### Wire density map

35 x 35 tiles, from black (low) to pale yellow (high), scaled to the fullest tile. Values are wire area over tile area, all layers added.
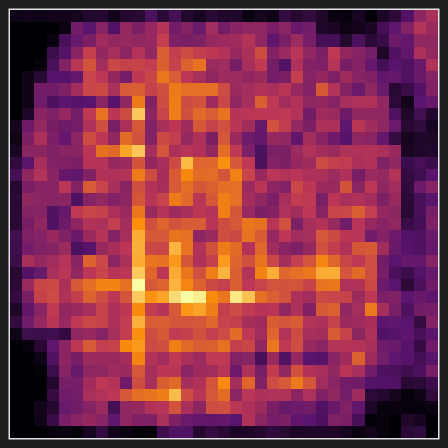
### Routed metal, one color a layer

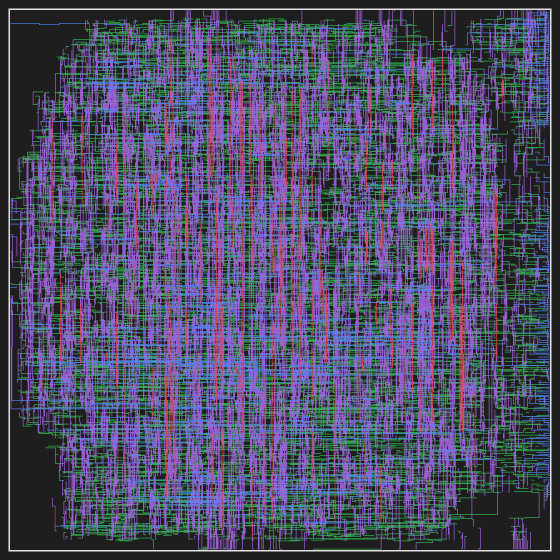
### Placement view

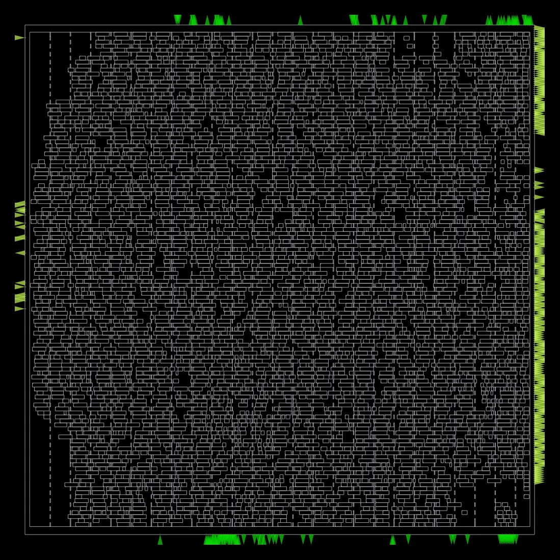
--- config.mk ---
export PLATFORM = sky130hd
export DESIGN_NAME = id_stage
export DESIGN_NICKNAME = d
export VERILOG_FILES = /design/src/rtl/id_stage.sv
export SDC_FILE = /design/constraint.sdc
export NUM_CORES = 2
export LEC_CHECK = 0
export ABC_AREA = 0
export CELL_PAD_IN_SITES_DETAIL_PLACEMENT = 1
export CELL_PAD_IN_SITES_GLOBAL_PLACEMENT = 1
export CORE_MARGIN = 3
export CORE_UTILIZATION = 51
export DETAILED_ROUTE_END_ITERATION = 8
export GPL_ROUTABILITY_DRIVEN = 1
export MAX_ROUTING_LAYER = met4
export PLACE_DENSITY_LB_ADDON = 0.1
export SYNTH_ARGS = -nofsm -noshare
export SYNTH_HDL_FRONTEND = slang
export SYNTH_SLANG_ARGS = --single-unit
--- constraint.sdc ---
create_clock -name clk -period 48.7 [get_ports clk]
set_input_delay 9.74 -clock clk [delete_from_list [all_inputs] [get_ports clk]]
set_output_delay 9.74 -clock clk [all_outputs]
set_load 0.01 [all_outputs]
--- src/rtl/id_stage.sv ---
// Decode stage of a five-stage RV32I subset pipeline: control decode, immediate
// generation, 32x32 register file with write-through, and the ID/EX register.
module id_stage (
  input  logic        clk,
  input  logic        rst,
  input  logic [31:0] instD,
  input  logic [31:0] pcD,
  input  logic [31:0] pcplus4D,
  input  logic        regwriteW,
  input  logic [4:0]  rdW,
  input  logic [31:0] resultW,
  input  logic        flushE,
  output logic        regwriteE,
  output logic        memwriteE,
  output logic        resultsrcE,
  output logic        branchE,
  output logic        alusrcE,
  output logic [2:0]  alucontrolE,
  output logic [31:0] rd1E,
  output logic [31:0] rd2E,
  output logic [31:0] immextE,
  output logic [31:0] pcE,
  output logic [31:0] pcplus4E,
  output logic [4:0]  rs1E,
  output logic [4:0]  rs2E,
  output logic [4:0]  rdE
);

  localparam logic [6:0] OP_R      = 7'b0110011;
  localparam logic [6:0] OP_I_ALU  = 7'b0010011;
  localparam logic [6:0] OP_LOAD   = 7'b0000011;
  localparam logic [6:0] OP_STORE  = 7'b0100011;
  localparam logic [6:0] OP_BRANCH = 7'b1100011;

  localparam logic [2:0] ALU_ADD = 3'b000;
  localparam logic [2:0] ALU_SUB = 3'b001;
  localparam logic [2:0] ALU_AND = 3'b010;
  localparam logic [2:0] ALU_OR  = 3'b011;
  localparam logic [2:0] ALU_SLT = 3'b101;

  typedef struct packed {
    logic        regwrite;
    logic        memwrite;
    logic        resultsrc;
    logic        branch;
    logic        alusrc;
    logic [2:0]  alucontrol;
    logic [31:0] rd1;
    logic [31:0] rd2;
    logic [31:0] immext;
    logic [31:0] pc;
    logic [31:0] pcplus4;
    logic [4:0]  rs1;
    logic [4:0]  rs2;
    logic [4:0]  rd;
  } idex_t;

  logic [6:0]  opcode;
  logic [2:0]  funct3;
  logic [4:0]  rs1_addr;
  logic [4:0]  rs2_addr;
  logic [31:0] rf_reg [32];
  logic [31:0] rd1_val;
  logic [31:0] rd2_val;
  logic        rf_wen;
  idex_t       idex_next;
  idex_t       idex_reg;

  assign opcode   = instD[6:0];
  assign funct3   = instD[14:12];
  assign rs1_addr = instD[19:15];
  assign rs2_addr = instD[24:20];
  assign rf_wen   = regwriteW && (rdW != 5'd0);

  function automatic logic [2:0] alu_from_funct3(input logic [2:0] f3, input logic sub_sel);
    case (f3)
      3'b000:  alu_from_funct3 = sub_sel ? ALU_SUB : ALU_ADD;
      3'b111:  alu_from_funct3 = ALU_AND;
      3'b110:  alu_from_funct3 = ALU_OR;
      3'b010:  alu_from_funct3 = ALU_SLT;
      default: alu_from_funct3 = ALU_ADD;
    endcase
  endfunction

  // Register file: x0 is never written, so it stays at its reset value of 0.
  always_ff @(posedge clk or posedge rst) begin
    if (rst) begin
      for (int i = 0; i < 32; i++) rf_reg[i] <= '0;
    end else if (rf_wen) begin
      rf_reg[rdW] <= resultW;
    end
  end

  // Write-through lets the writeback value reach this cycle's read.
  always_comb begin
    rd1_val = rf_reg[rs1_addr];
    rd2_val = rf_reg[rs2_addr];
    if (rf_wen && (rdW == rs1_addr)) rd1_val = resultW;
    if (rf_wen && (rdW == rs2_addr)) rd2_val = resultW;
    if (rs1_addr == 5'd0) rd1_val = '0;
    if (rs2_addr == 5'd0) rd2_val = '0;
  end

  always_comb begin
    idex_next         = '0;
    idex_next.rd1     = rd1_val;
    idex_next.rd2     = rd2_val;
    idex_next.pc      = pcD;
    idex_next.pcplus4 = pcplus4D;
    idex_next.rs1     = rs1_addr;
    idex_next.rs2     = rs2_addr;
    idex_next.rd      = instD[11:7];
    case (opcode)
      OP_R: begin
        idex_next.regwrite   = 1'b1;
        idex_next.alucontrol = alu_from_funct3(funct3, instD[30]);
      end
      OP_I_ALU: begin
        idex_next.regwrite   = 1'b1;
        idex_next.alusrc     = 1'b1;
        idex_next.alucontrol = alu_from_funct3(funct3, 1'b0);
        idex_next.immext     = {{20{instD[31]}}, instD[31:20]};
      end
      OP_LOAD: begin
        idex_next.regwrite   = 1'b1;
        idex_next.alusrc     = 1'b1;
        idex_next.resultsrc  = 1'b1;
        idex_next.immext     = {{20{instD[31]}}, instD[31:20]};
      end
      OP_STORE: begin
        idex_next.alusrc     = 1'b1;
        idex_next.memwrite   = 1'b1;
        idex_next.immext     = {{20{instD[31]}}, instD[31:25], instD[11:7]};
      end
      OP_BRANCH: begin
        idex_next.branch     = 1'b1;
        idex_next.alucontrol = ALU_SUB;
        idex_next.immext     = {{20{instD[31]}}, instD[7], instD[30:25], instD[11:8], 1'b0};
      end
      default: ;
    endcase
  end

  always_ff @(posedge clk or posedge rst) begin
    if (rst) begin
      idex_reg <= '0;
    end else if (flushE) begin
      idex_reg <= '0;
    end else begin
      idex_reg <= idex_next;
    end
  end

  assign regwriteE   = idex_reg.regwrite;
  assign memwriteE   = idex_reg.memwrite;
  assign resultsrcE  = idex_reg.resultsrc;
  assign branchE     = idex_reg.branch;
  assign alusrcE     = idex_reg.alusrc;
  assign alucontrolE = idex_reg.alucontrol;
  assign rd1E        = idex_reg.rd1;
  assign rd2E        = idex_reg.rd2;
  assign immextE     = idex_reg.immext;
  assign pcE         = idex_reg.pc;
  assign pcplus4E    = idex_reg.pcplus4;
  assign rs1E        = idex_reg.rs1;
  assign rs2E        = idex_reg.rs2;
  assign rdE         = idex_reg.rd;

endmodule

==> results.ini <==
[cells_and_area]
largest_reg_flops = 1024
fin_nets = 4106
drive_above_1_share = 0.460
fill_cells = 10312
final_cell_mix = 1188 x dfrtp_1, 1014 x mux2_2, 512 x mux4_2, 310 x clkdlybuf4s50_1, 141 x clkbuf_16
fin_area_sq_um = 68000
synthToLayoutAreaGrowth_pct = 14.2
final_common_cell = dfrtp_1

[place]
io_buffers = 319
placed_cells = 5342
hpwl_um = 114000
place.gp.congestion = 0.831
dp_slack_ns = 34.05
place_area_sq_um = 63500

[floorplan]
ios = 320
die.size.y_um = 348
fp_util = 0.517
die_w_um = 348
coreArea_sq_um = 115000
die_area_sq_um = 121000

[grt]
grt_max_degree = 125
grt_overflow = 0
grt_pass1_wl_um = 293000
antenna_found_initial = 5
grt_pass1_vias = 41891

[logic_synthesis]
ys_warn_count = 0
syn_area_sq_um = 59500
ys_seq_elements = 1188
syn_avg_cell_area_sq_um = 15.3
ys_types = 49
yosys.area.top_type = dfrtp_1
edf_count = 0
top_cells_by_area = dfrtp_1 50%, mux4_2 19%, mux2_2 19%, clkbuf_1 1.4%, nor2b_1 1.3%
ys_area_sq_um = 59500
synthCells = 3879
ys_seq_frac = 0.499
async_flop_share = 1.00
syn_nets = 4016
synthDominantCellAreaShare = 0.499
ys_cells = 3879
synth-main-ff-cell = dfrtp_1

[cts]
cts_root_buf = clkbuf_16
clock.latency.late_pin_ns = 0.75
clockBufferDepth = 3
post_cts.repair.setup_buffers = 0
clk_pin_slew_ns = 0.06
cts.sinks = 1188
cts_made_buffers = 137
cts.repair.resized = 0
h-tree-depth = 4
hold_buffers = 0
cts_tree = built

[worst_setup_path]
cp_data_required_time_ns = 49.42
worstSetupStartpointType = primary input
arrival_ns = 14.53
critPathMaxFanout = 124
critPathKind = primary input to asynchronous set/reset pin
critPathCaptureType = asynchronous set/reset pin

[detailed_routing]
drt_pass1_iterations = 5
drc = 0
antenna_left = 0
dr.first_iter.drc_count = 3702
viasPerCell = 6.91

[power_and_ir_drop]
ir_drop_v = 0.0000297
pwr_density_cell_nw_per_um2 = 42.1
power.leakage_nw = 29.1

[sta]
tns_ns = 0
rsz0062_at_grt = no
setup_violations = 0
period_minus_slack_ns = 13.81
tightest_slew_ns = 1.32
hold_viol = 0
slew_viol_final = 0
max-slew-margin-rel = 0.119
fmax_mhz = 72.4
fin_crit_sh = 0.284
finClkSkew_ns = 0.0204
finalWorstSetupSlack_ns = 34.89

[job]
cap_violations = 0
tool_warnings = 33

[outcome]
status = finished clean

[min_path]
hold_class = flop to flop

Notes on 'Wire density map' above:
The densest ninth of the die: middle. The fullest tile reaches 0.69. The mean over all tiles is 0.27. 28% of the tiles are over half the peak.
vias post-DR: 38593
WL per Instance: 35.6 um

Notes on 'Routed metal, one color a layer' above:
Key: purple = M2 [wire length 95.9 mm]; green = M1 [wire length 78.0 mm]; red = M4 [wire length 9560 um]; blue = M3 [wire length 15200 um]
final WL: 199000 um
Tot GR Track Use: 0.340

Notes on 'Placement view' above:
post-route insts no fill: 5587
number of placement rows: 124
Seq area share: 0.437
final core occ: 0.591

-- Yosys cell counts, types with 6 or more instances --
cell      count
buf_1        53
dfrtp_1    1188
nand2_1      54
o221ai_1     48
or2_2         6
a21oi_1      68
a22oi_1      30
nor3_1       34
a211oi_1     47
nand2b_1      9
a221o_1      40
clkbuf_1    226
nor2b_1     122
mux2i_1      64
o22ai_1      77
buf_6        12
and2_1        9
nor2_1       48
xnor2_1      10
buf_4        34
mux2_2     1014
buf_2       125
mux4_2      512
-- layout make-up --
class | instances | area, sq um | area share
Antenna cell | 4 | 10.0 | 0.000147
Clock buffer | 211 | 4150 | 0.0611
Clock inverter | 30 | 363 | 0.00534
Inverter | 4 | 22.5 | 0.000331
Multi-Input combinational cell | 2236 | 27900 | 0.411
Sequential cell | 1188 | 29700 | 0.437
Tap cell | 1512 | 1890 | 0.0278
Timing Repair Buffer | 402 | 3890 | 0.0572
-- metrics by stage --
step	hold WS, ns	utilization	power, mW
after floorplan	0.441	-	1.66
after global placement	0.376	0.551	1.78
after detailed placement	0.384	0.551	1.83
after CTS	0.398	0.590	2.87
after global routing	0.409	0.590	2.98
final	0.394	0.591	2.86
-- path summary, 6_finish.rpt --
kind,start,endpoint,slack [ns],depth (start not counted)
max reg2reg,rf_reg[598],rd1E[22],46.48,5
min,rf_reg[1003],rf_reg[1003],0.39,0
max in group clk,rdW[4],rf_reg[105],35.96,6
min reg2reg,rf_reg[1003],rf_reg[1003],0.39,0
min in group asynchronous,rst,pcE[2],9.53,2
max,rst,rf_reg[537],34.89,6
-- cells by family after synthesis --
logic type      synth area share
buf+inv                   0.0350
simple gates              0.0287
xor+xnor                 0.00147
compound gates            0.0388
mux                        0.397
flops                      0.499
-- routing by layer --
| metal | routed length (um) | share of wire | global-route usage |
|---|---|---|---|
| met5 | 0 | 0 | - |
| met4 | 9560 | 0.048 | 0.146 |
| met2 | 95900 | 0.48 | 0.536 |
| met3 | 15200 | 0.076 | 0.0681 |
| met1 | 78000 | 0.39 | 0.434 |
-- critical path, cell delays in order --
cell and delay [ns]:
clkdlybuf4s50_1 0.49, inv_8 0.56, buf_4 0.72, buf_4 0.79, buf_4 0.94, buf_4 0.88
-- power breakdown --
group	leakage, nW	switching (mW)	internal [mW]
clock	2.23	0.413	0.626
combinational	11.5	0.213	0.319
sequential	15.3	0.134	1.16
total	29.1	0.759	2.10
No activity file was given, so power comes from the tool's default toggle rates.
